`config.mk`:
```
export PLATFORM = sky130hd
export DESIGN_NAME = io_rle_stream_loader_flat
export DESIGN_NICKNAME = d
export VERILOG_FILES = /design/src/rtl/io_rle_stream_loader_if.sv /design/src/rtl/io_rle_stream_loader.sv /design/src/flat_wrapper.sv
export SDC_FILE = /design/constraint.sdc
export NUM_CORES = 1
export LEC_CHECK = 0
export CORE_MARGIN = 2
export CORE_UTILIZATION = 30
export CTS_CLUSTER_SIZE = 12
export DETAILED_ROUTE_END_ITERATION = 16
export SLEW_MARGIN = 20
export SYNTH_ARGS = -nofsm -noshare
export SYNTH_HDL_FRONTEND = slang
export SYNTH_SLANG_ARGS = --single-unit
```
`constraint.sdc`:
```
create_clock -name clk -period 6.7 [get_ports clk]
set_input_delay 1.34 -clock clk [delete_from_list [all_inputs] [get_ports clk]]
set_output_delay 1.34 -clock clk [all_outputs]
set_load 0.05 [all_outputs]
```
`src/rtl/io_rle_stream_loader_if.sv`:
```
// Token stream in, RAM write port out, for the RLE stream loader.
// The loader uses the slave modport: it sinks tokens and drives the RAM port.
interface io_rle_stream_loader_if #(
   parameter int SECTION_W = 16,
   parameter int MEM_W     = 16,
   parameter int ADDR_W    = 16
);

   logic                 in_valid;
   logic [SECTION_W-1:0] in_data;
   logic                 in_ready;
   logic                 ram_enable;
   logic                 ram_write;
   logic [ADDR_W-1:0]    ram_address;
   logic [MEM_W-1:0]     ram_wdata;

   modport master (
      output in_valid,
      output in_data,
      input  in_ready,
      input  ram_enable,
      input  ram_write,
      input  ram_address,
      input  ram_wdata
   );

   modport slave (
      input  in_valid,
      input  in_data,
      output in_ready,
      output ram_enable,
      output ram_write,
      output ram_address,
      output ram_wdata
   );

endinterface

```
`src/rtl/io_rle_stream_loader.sv`:
```
// Streaming RLE loader: accepts run-length tokens, expands them MSB-first into
// MEM_W-bit words and writes them to RAM from a mode-selected base address.
// Completion is reported with a one-cycle done pulse and a cnn_enable level.
// ROW_W must be a multiple of MEM_W.
module io_rle_stream_loader #(
   parameter int                SECTION_W = 16,
   parameter int                ROW_W     = 512,
   parameter int                MEM_W     = 16,
   parameter int                ADDR_W    = 16,
   parameter int                ROWS_W    = 10,
   parameter logic [ADDR_W-1:0] IMG_BASE  = '0,
   parameter logic [ADDR_W-1:0] FILT_BASE = ADDR_W'(32'h8000)
) (
   input  logic                 clk,
   input  logic                 rst,
   input  logic                 load,
   input  logic                 cnn_img,
   input  logic [ROWS_W-1:0]    num_rows,
   input  logic                 interrupt,
   io_rle_stream_loader_if.slave bus,
   output logic                 done,
   output logic                 cnn_enable,
   output logic                 error
);

   // Run length field width, fill counter width and a common width for the
   // min() that decides how many run bits fit into the current word.
   localparam int LEN_W  = SECTION_W - 1;
   localparam int FILL_W = $clog2(MEM_W + 1);
   localparam int CNT_W  = (LEN_W > FILL_W) ? LEN_W : FILL_W;
   localparam int WPR    = ROW_W / MEM_W;
   localparam int WIR_W  = (WPR > 1) ? $clog2(WPR) : 1;

   typedef enum logic [1:0] {
      IDLE,
      FETCH,
      EXPAND,
      DRAIN
   } state_t;

   state_t state;
   state_t state_next;

   logic [ROWS_W-1:0] rows_target;
   logic [ROWS_W-1:0] rows_done;
   logic [WIR_W-1:0]  word_in_row;
   logic [ADDR_W-1:0] address;
   logic [FILL_W-1:0] fill;
   logic [FILL_W-1:0] fill_sum;
   logic [MEM_W-1:0]  word;
   logic [MEM_W-1:0]  word_next;
   logic              run_value;
   logic [LEN_W-1:0]  run_rem;
   logic [LEN_W-1:0]  run_left;
   logic [CNT_W-1:0]  run_ext;
   logic [CNT_W-1:0]  space;
   logic [CNT_W-1:0]  take;
   logic              word_full;
   logic              row_end;
   logic              last_word;

   logic [LEN_W-1:0]  token_len;
   logic              token_value;
   logic              token_zero;

   logic              load_go;
   logic              fetch_go;
   logic              advance;
   logic              write_now;
   logic              drain_go;

   logic              ram_enable_q;
   logic [ADDR_W-1:0] ram_address_q;
   logic [MEM_W-1:0]  ram_wdata_q;

   assign token_len   = bus.in_data[LEN_W-1:0];
   assign token_value = bus.in_data[SECTION_W-1];
   assign token_zero  = (token_len == '0);

   // Interrupt outranks every other action, so each qualified event is gated by it.
   assign load_go   = (state == IDLE) && load && !interrupt;
   assign fetch_go  = (state == FETCH) && !interrupt && bus.in_valid && !token_zero;
   assign advance   = (state == EXPAND) && !interrupt;
   assign write_now = advance && word_full;
   assign drain_go  = (state == DRAIN) && !interrupt;

   assign bus.ram_enable  = ram_enable_q;
   assign bus.ram_write   = ram_enable_q;
   assign bus.ram_address = ram_address_q;
   assign bus.ram_wdata   = ram_wdata_q;

   // State register.
   always_ff @(posedge clk or negedge rst) begin
      if (!rst) begin
         state <= IDLE;
      end else begin
         state <= state_next;
      end
   end

   // Next-state logic; an interrupt in any busy state drops straight back to IDLE.
   always_comb begin
      state_next = state;
      case (state)
         IDLE: begin
            if (load_go) begin
               state_next = (num_rows == '0) ? DRAIN : FETCH;
            end
         end
         FETCH: begin
            if (bus.in_valid && !token_zero) begin
               state_next = EXPAND;
            end
         end
         EXPAND: begin
            if (last_word) begin
               state_next = DRAIN;
            end else if (run_left == '0) begin
               state_next = FETCH;
            end
         end
         DRAIN: begin
            state_next = IDLE;
         end
         default: begin
            state_next = IDLE;
         end
      endcase
      if (interrupt && (state != IDLE)) begin
         state_next = IDLE;
      end
   end

   // Token acceptance is purely a function of state: FETCH consumes, DRAIN discards.
   always_comb begin
      bus.in_ready = (state == FETCH) || (state == DRAIN);
   end

   // One expansion step: place min(run_remaining, free bits) copies of the run
   // value after the bits already packed, first bit at the word's MSB.
   always_comb begin
      run_ext   = CNT_W'(run_rem);
      space     = CNT_W'(MEM_W) - CNT_W'(fill);
      take      = (run_ext < space) ? run_ext : space;
      fill_sum  = fill + FILL_W'(take);
      run_left  = run_rem - LEN_W'(take);
      word_next = word;
      for (int i = 0; i < MEM_W; i++) begin
         if (run_value && (i >= int'(fill)) && (i < int'(fill_sum))) begin
            word_next[MEM_W-1-i] = 1'b1;
         end
      end
      word_full = (fill_sum == FILL_W'(MEM_W));
      row_end   = (word_in_row == WIR_W'(WPR - 1));
      last_word = word_full && row_end && (rows_done == (rows_target - ROWS_W'(1)));
   end

   // Row target captured at load so num_rows may change while busy.
   always_ff @(posedge clk or negedge rst) begin
      if (!rst) begin
         rows_target <= '0;
      end else if (load_go) begin
         rows_target <= num_rows;
      end
   end

   // Current run: value and remaining length, consumed as the words fill.
   always_ff @(posedge clk or negedge rst) begin
      if (!rst) begin
         run_value <= 1'b0;
         run_rem   <= '0;
      end else if (load_go) begin
         run_value <= 1'b0;
         run_rem   <= '0;
      end else if (fetch_go) begin
         run_value <= token_value;
         run_rem   <= token_len;
      end else if (advance) begin
         run_rem <= run_left;
      end
   end

   // Packing register; it empties whenever a full word is handed to the RAM port.
   always_ff @(posedge clk or negedge rst) begin
      if (!rst) begin
         fill <= '0;
         word <= '0;
      end else if (load_go) begin
         fill <= '0;
         word <= '0;
      end else if (advance) begin
         if (word_full) begin
            fill <= '0;
            word <= '0;
         end else begin
            fill <= fill_sum;
            word <= word_next;
         end
      end
   end

   // Write address: base chosen by mode at load, then one step per word, wrapping freely.
   always_ff @(posedge clk or negedge rst) begin
      if (!rst) begin
         address <= '0;
      end else if (load_go) begin
         address <= cnn_img ? IMG_BASE : FILT_BASE;
      end else if (write_now) begin
         address <= address + ADDR_W'(1);
      end
   end

   // Word-within-row and completed-row counters, advanced on each written word.
   always_ff @(posedge clk or negedge rst) begin
      if (!rst) begin
         word_in_row <= '0;
         rows_done   <= '0;
      end else if (load_go) begin
         word_in_row <= '0;
         rows_done   <= '0;
      end else if (write_now) begin
         if (row_end) begin
            word_in_row <= '0;
            rows_done   <= rows_done + ROWS_W'(1);
         end else begin
            word_in_row <= word_in_row + WIR_W'(1);
         end
      end
   end

   // Registered RAM port: strobe for exactly one cycle per completed word.
   always_ff @(posedge clk or negedge rst) begin
      if (!rst) begin
         ram_enable_q  <= 1'b0;
         ram_address_q <= '0;
         ram_wdata_q   <= '0;
      end else begin
         ram_enable_q <= write_now;
         if (write_now) begin
            ram_address_q <= address;
            ram_wdata_q   <= word_next;
         end
      end
   end

   // Status flags: done pulse and cnn_enable on leaving DRAIN, sticky overrun error.
   always_ff @(posedge clk or negedge rst) begin
      if (!rst) begin
         done       <= 1'b0;
         cnn_enable <= 1'b0;
         error      <= 1'b0;
      end else begin
         done <= drain_go;
         if (load_go) begin
            cnn_enable <= 1'b0;
            error      <= 1'b0;
         end
         if (drain_go) begin
            cnn_enable <= 1'b1;
            if (bus.in_valid) begin
               error <= 1'b1;
            end
         end
         if (write_now && last_word && (run_left != '0)) begin
            error <= 1'b1;
         end
      end
   end

endmodule

```
`src/flat_wrapper.sv`:
```
// flat-port wrapper written by rule: the top's interface ports become plain ports
module io_rle_stream_loader_flat 
#(
   parameter int                SECTION_W = 16,
   parameter int                ROW_W     = 512,
   parameter int                MEM_W     = 16,
   parameter int                ADDR_W    = 16,
   parameter int                ROWS_W    = 10,
   parameter logic [ADDR_W-1:0] IMG_BASE  = '0,
   parameter logic [ADDR_W-1:0] FILT_BASE = ADDR_W'(32'h8000)
)
  (clk, rst, load, cnn_img, num_rows, interrupt, done, cnn_enable, error, bus_in_valid, bus_in_data, bus_in_ready, bus_ram_enable, bus_ram_write, bus_ram_address, bus_ram_wdata);
  io_rle_stream_loader_if #(.SECTION_W(SECTION_W), .MEM_W(MEM_W), .ADDR_W(ADDR_W)) bus_i ();
  input  logic clk;
  input  logic rst;
  input  logic load;
  input  logic cnn_img;
  input  logic [ROWS_W-1:0] num_rows;
  input  logic interrupt;
  output logic done;
  output logic cnn_enable;
  output logic error;
  input wire logic [$bits(bus_i.in_valid)-1:0] bus_in_valid;
  input wire logic [$bits(bus_i.in_data)-1:0] bus_in_data;
  output wire logic [$bits(bus_i.in_ready)-1:0] bus_in_ready;
  output wire logic [$bits(bus_i.ram_enable)-1:0] bus_ram_enable;
  output wire logic [$bits(bus_i.ram_write)-1:0] bus_ram_write;
  output wire logic [$bits(bus_i.ram_address)-1:0] bus_ram_address;
  output wire logic [$bits(bus_i.ram_wdata)-1:0] bus_ram_wdata;
  assign bus_i.in_valid = bus_in_valid;
  assign bus_i.in_data = bus_in_data;
  assign bus_in_ready = bus_i.in_ready;
  assign bus_ram_enable = bus_i.ram_enable;
  assign bus_ram_write = bus_i.ram_write;
  assign bus_ram_address = bus_i.ram_address;
  assign bus_ram_wdata = bus_i.ram_wdata;
  io_rle_stream_loader #(.SECTION_W(SECTION_W), .ROW_W(ROW_W), .MEM_W(MEM_W), .ADDR_W(ADDR_W), .ROWS_W(ROWS_W), .IMG_BASE(IMG_BASE), .FILT_BASE(FILT_BASE)) u_core (.clk(clk), .rst(rst), .load(load), .cnn_img(cnn_img), .num_rows(num_rows), .interrupt(interrupt), .bus(bus_i), .done(done), .cnn_enable(cnn_enable), .error(error));
endmodule
```
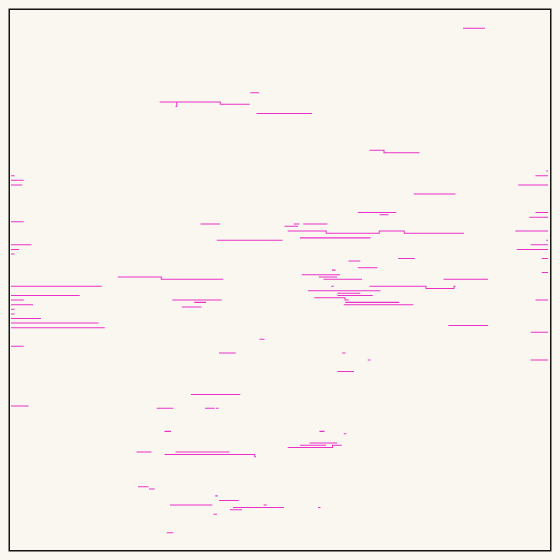
Figure 1: run 1, metal 3.
The layer holds 4.4% of the routed length. The layer carries 800 um of wire. The wires run mostly horizontal.

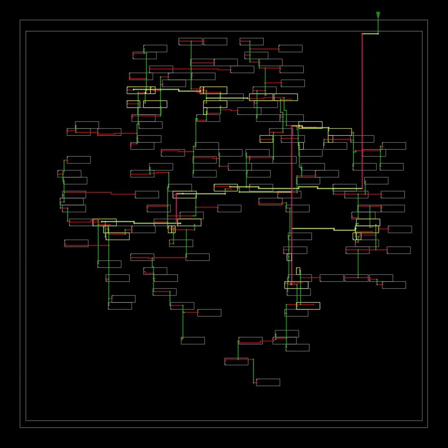
Figure 2: run 1, the clock network.
Setup Skew: 0.0107 ns
Seq cells: 116
CLK BUF: 25
Sinks on Clock Net: 116
Clock Power: 0.000785 W

==> flow_summary_export.csv, run 1 <==
group,metric,value,unit
setup_path,cp-end-kind,"flip-flop",
cells_and_area,drive_gt1_share,6.37,%
setup_path,slowest_delay,0.55,ns
placed_design,place_area,0.00826,mm2
logic_synthesis,synth_area_per_cell,8.64,um2
route,drtIter0Drc,386,
floorplanning,die_w,159,um
logic_synthesis,synth_warnings,0,
sta,clock.fmax,164,MHz
min_path,hold_depth,2,
placed_design,port_buffers,69,
floorplanning,dieArea,0.0254,mm2
setup_path,cp_common_cell,"ha_1",
clock_network,holdBufCountCts,0,
setup_path,rrSetupSlack,0.61,ns
setup_path,path_class,"flip-flop to flip-flop",
grt,grtUsageTotal,14.8,%
power_and_ir_drop,power.total,0.00450,W
route,num_vias,6294,
outcome,status,"completed",
sta,slew_headroom,33.0,%
power_and_ir_drop,power_density,513,mW/mm2
sta,rsz0062_at_grt,"no",
power_and_ir_drop,ir_drop,0.218,mV
cells_and_area,diodes,0,
floorplanning,coreArea,0.0236,mm2
logic_synthesis,ys_cells,839,
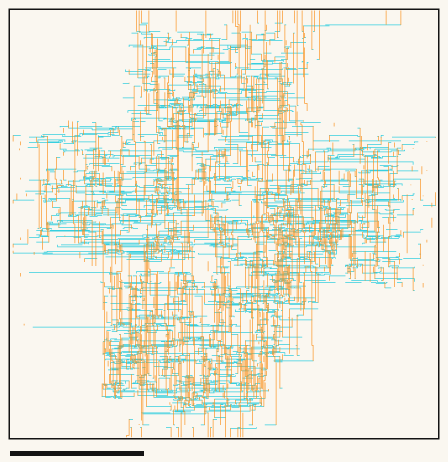
Figure 3: run 1, routed metal, one colour a layer.
Scale bar: 50 um. Only two layers are drawn.
Key: cyan = M1 [wire length 8790 um]; orange = M2 [wire length 8380 um]

[run 1: cells in the final DEF (no fill, tap or decap), types with 11 or more instances in the layout]
cell type,count
nand4_1,12
nor2_1,64
xnor2_1,32
inv_1,32
clkbuf_16,17
buf_4,11
nand3_1,26
nand2b_1,13
dfrtp_1,116
clkdlybuf4s50_1,68
a21oi_1,63
a22oi_1,13
ha_1,40
nand2_1,146
o21ai_0,50
a31oi_1,12
[run 1: synth_stat cells (6+ instances only)]
library cell,number
nor2_1,64
a2bb2oi_1,7
a22oi_1,13
and3_1,11
inv_1,32
nand2b_1,13
a21o_1,10
xor2_1,10
or3_1,8
nand4_1,12
buf_2,6
a211oi_1,9
nor3_1,11
nor4_1,8
ha_1,40
a31oi_1,12
nor2b_1,7
dfrtp_1,116
mux2i_1,9
nand3_1,26
clkbuf_1,28
a21oi_1,63
o21ai_0,50
xnor2_1,32
nand2_1,146
o22a_1,8
[run 1: sequential cells by signal, indices dropped and copies added (netlist names), 2 cells and up]
| signal | count |
|---|---|
| u_core.address | 16 |
| u_core.bus.ram_address | 16 |
| u_core.bus.ram_wdata | 16 |
| u_core.word | 16 |
| u_core.run_ext | 15 |
| u_core.rows_done | 10 |
| u_core.rows_target | 10 |
| u_core.fill | 5 |
| u_core.word_in_row | 5 |
| u_core.state | 2 |
[run 1: routing by layer]
layer	up-vias	track usage, %	share of wire [%]
met5	-	0	0
met4	0	5.12	2.0
met3	25	3.41	4.4
met2	151	23.2	46
met1	2997	20.1	48
li1	3121	-	-
[run 1: area by class of cell]
class	count	area (um2)
Clock inverter	6	30.0
Fill cell	2417	14800
Multi-Input combinational cell	650	4060
Tap cell	319	399
Inverter	33	124
Clock buffer	25	475
Sequential cell	116	2900
Timing Repair Buffer	80	774
[run 1: logic make-up (layout without fill, tap and decap cells)]
| group | after synthesis | after routing |
|---|---|---|
| AND-OR/OR-AND | 223 | 223 |
| AND/OR/NAND/NOR | 330 | 330 |
| buffers and inverters | 73 | 144 |
| multiplexers | 12 | 12 |
| XOR/XNOR | 43 | 43 |
| adder cells (fa/ha/maj) | 42 | 42 |
| flip-flops | 116 | 116 |
[run 1: power by group through the flow]
stage / logic, W / registers, W / clock network, W
2_1_floorplan: 0.00193 / 0.00111 / 0
3_3_place_gp: 0.00268 / 0.000994 / 0
3_5_place_dp: 0.00271 / 0.000994 / 0
4_1_cts: 0.00272 / 0.000984 / 0.000804
5_1_grt: 0.00304 / 0.00101 / 0.000837
6_report: 0.00273 / 0.000984 / 0.000785
[run 1: worst reg2reg max path, cell delays in order (launching register included)]
cell,delay (ns)
dfrtp_1,0.52
inv_1,0.17
ha_1,0.26
nor3b_1,0.15
ha_1,0.37
ha_1,0.31
a21oi_1,0.16
o21a_1,0.11
o21ai_0,0.09
a211oi_2,0.42
nand2_1,0.10
o21ai_0,0.13
ha_1,0.23
inv_1,0.06
fa_1,0.45
or2b_1,0.26
a21oi_1,0.16
xnor2_1,0.28
nand4_1,0.14
mux2_2,0.40
and2_2,0.24
buf_4,0.28
or4_1,0.56
a21oi_1,0.15
Figure 4. Floorplan with the power grid (run 1).
Scale bar: 50 um. Pins as bars on the die edge.
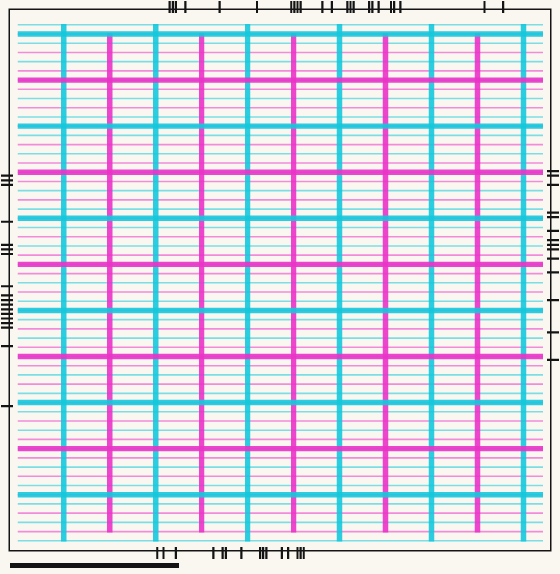

==> run 2: changes to the inputs <==
--- a/config.mk
+++ b/config.mk
@@ -5,7 +5,6 @@
 export SDC_FILE = /design/constraint.sdc
 export NUM_CORES = 1
 export LEC_CHECK = 0
-export CORE_MARGIN = 2
 export CORE_UTILIZATION = 30
 export CTS_CLUSTER_SIZE = 12
 export DETAILED_ROUTE_END_ITERATION = 16
==> constraint.sdc (replaced) <==
create_clock -name clk -period 7.6 [get_ports clk]
set_input_delay 1.52 -clock clk [delete_from_list [all_inputs] [get_ports clk]]
set_output_delay 1.52 -clock clk [all_outputs]
set_load 0.05 [all_outputs]
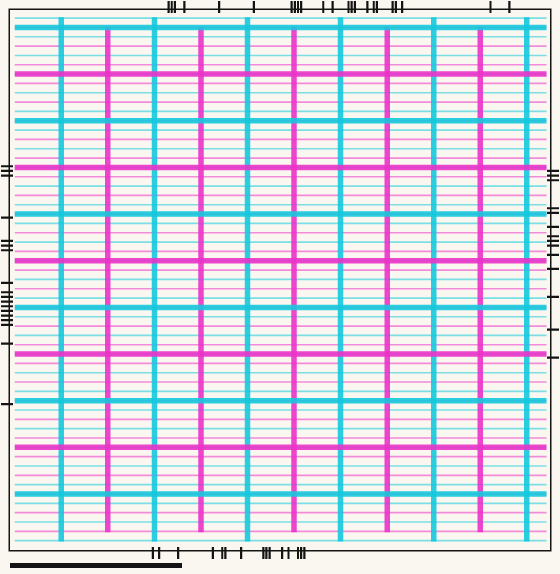
Figure 5: run 2, floorplan with the power grid.
Scale bar: 50 um. Pins as bars on the die edge.
Key: cyan = VSS; magenta = VDD
11 straps on met5. 11 straps on met4. The core has 56 rows.

==> run 2 against run 1 <==
Against the previous run: non-clock buffer count down 1; global-route usage up 1.3 points; sequential share of layout area down 0.45 points; hold slack better by 0.0033 ns; via count down 0.56%; critical path depth up 2.
==> flow_summary_export.csv, run 2 <==
group,metric,value,unit
outcome,status,"completed",
power_and_ir_drop,power.total,0.00413,W
power_and_ir_drop,seqPwrFrac,21.0,%
clock_network,clock-root-buffer,"clkbuf_16",
power_and_ir_drop,pwr-share-clk,20.8,%
setup_path,slowest_delay,0.63,ns
sta,clock.fmax,153,MHz
setup_path,rrSetupSlack,1.06,ns
logic_synthesis,yosysMostFrequentCell,"nand2_1",
sta,slew_headroom,35.4,%
grt,met1_usage,21.4,%
floorplanning,die_w,157,um
power_and_ir_drop,ir_drop,0.219,mV
logic_synthesis,synth_warnings,0,
route,num_vias,6259,
cells_and_area,drive_gt1_share,6.93,%
sta,finClkSkew,0.00834,ns
grt,grt_max_degree,62,
setup_path,cp-end-kind,"flip-flop",
logic_synthesis,ys_area,0.00725,mm2
grt,grtUsageTotal,16.1,%
clock_network,h-tree-depth,4,
flow_run,warning_count,27,
cells_and_area,num-nets-final,971,
floorplanning,core.rowCount,56,
setup_path,cp.required,7.88,ns
setup_path,path_class,"flip-flop to flip-flop",
power_and_ir_drop,power_density,464,mW/mm2
grt,grtUsageMet3,3.72,%
logic_synthesis,top_cells_by_count,"nand2_1, dfrtp_1, nor2_1",
floorplanning,coreArea,0.0236,mm2
clock_network,cts_sinks,116,
sta,whs,0.473,ns
cells_and_area,lay_top_cells,"nand2_1, dfrtp_1, clkdlybuf4s50_1",
grt,busiest_layer,"met2",
cells_and_area,diodes,0,
cells_and_area,fillers,2401,
setup_path,cp_common_cell,"ha_1",
placed_design,port_buffers,69,
logic_synthesis,ys_cells,839,
clock_network,holdBufCountCts,0,
sta,rsz0062_at_grt,"no",
cells_and_area,mostFrequentLayoutCell,"nand2_1",
grt,grt_use_met2,25.3,%
floorplanning,dieArea,0.0248,mm2
route,drtIter0Drc,382,
logic_synthesis,synth_area_per_cell,8.64,um2
-- run 2: cell counts after synthesis --
Identical to the previous run, type by type.
-- run 2: power groups by stage --
stage / clock network [W] / registers, W / logic [W]
final: 0.000859 / 0.000867 / 0.00240
after floorplan: 0 / 0.000979 / 0.00170
after global placement: 0 / 0.000877 / 0.00236
after detailed placement: 0 / 0.000877 / 0.00237
after CTS: 0.000875 / 0.000867 / 0.00238
after global routing: 0.000901 / 0.000889 / 0.00267
-- run 2: routing by layer --
layer / routed length [um] / share of wire, %
met1: 8790 / 47
met2: 8670 / 47
met3: 784 / 4.2
met4: 372 / 2.0
met5: 0 / 0
-- run 2: cell families (layout without fill, tap and decap cells) --
| group | after synthesis | count (layout) | share of synthesized area [%] |
|---|---|---|---|
| multiplexers | 12 | 12 | 1.71 |
| buffers and inverters | 73 | 143 | 4.14 |
| adder cells (fa/ha/maj) | 42 | 42 | 7.46 |
| AND-OR/OR-AND | 223 | 223 | 20.2 |
| flip-flops | 116 | 116 | 40.1 |
| AND/OR/NAND/NOR | 330 | 330 | 21.2 |
| XOR/XNOR | 43 | 43 | 5.30 |
-- run 2: per-stage QoR --
step / util [%] / cell area (um2) / setup WS, ns
2_1_floorplan: - / 7250 / 1.28
3_3_place_gp: 34.9 / 8250 / 0.996
3_5_place_dp: 34.9 / 8250 / 0.831
4_1_cts: 37.6 / 8890 / 0.798
5_1_grt: 37.6 / 8890 / 0.515
6_report: 37.6 / 8890 / 1.06
-- run 2: cell type report --
class	count	area, um2	share of cell area (%)
inverters	33	124	1.39
clock buffers	22	484	5.45
flip-flops and latches	116	2900	32.7
clock inverters	9	150	1.69
well taps	319	399	4.49
repair buffers	79	763	8.59
multi-input cells	650	4070	45.7
-- run 2: how the worst min path moves through the flow --
stage | to | slack, ns | depth (start not counted) | startpoint
global placement | u_core.bus.ram_wdata[8] | 0.46 | 2 | u_core.bus.ram_wdata[8]
floorplan | u_core.word[10] | 0.46 | 1 | u_core.word[10]
detailed placement | u_core.bus.ram_address[14] | 0.46 | 2 | u_core.bus.ram_address[14]
CTS | u_core.bus.ram_address[14] | 0.48 | 2 | u_core.bus.ram_address[14]
finish | u_core.bus.ram_address[14] | 0.47 | 2 | u_core.bus.ram_address[14]
global route | u_core.bus.ram_address[14] | 0.49 | 2 | u_core.bus.ram_address[14]
-- run 2: worst max-delay path: cells and delay by family, from the launching register on --
kind                       cells  cell delay [ns]
adders and majority gates      5             1.60
and+or+nand+nor                6             1.20
buffers and inverters          5             1.16
AOI/OAI and AO/OA              6             0.84
muxes                          1             0.63
DFF                            1             0.52
xor gates and xnor gates       2             0.43
Power figures rest on the tool's default switching activity, not on a simulated workload.
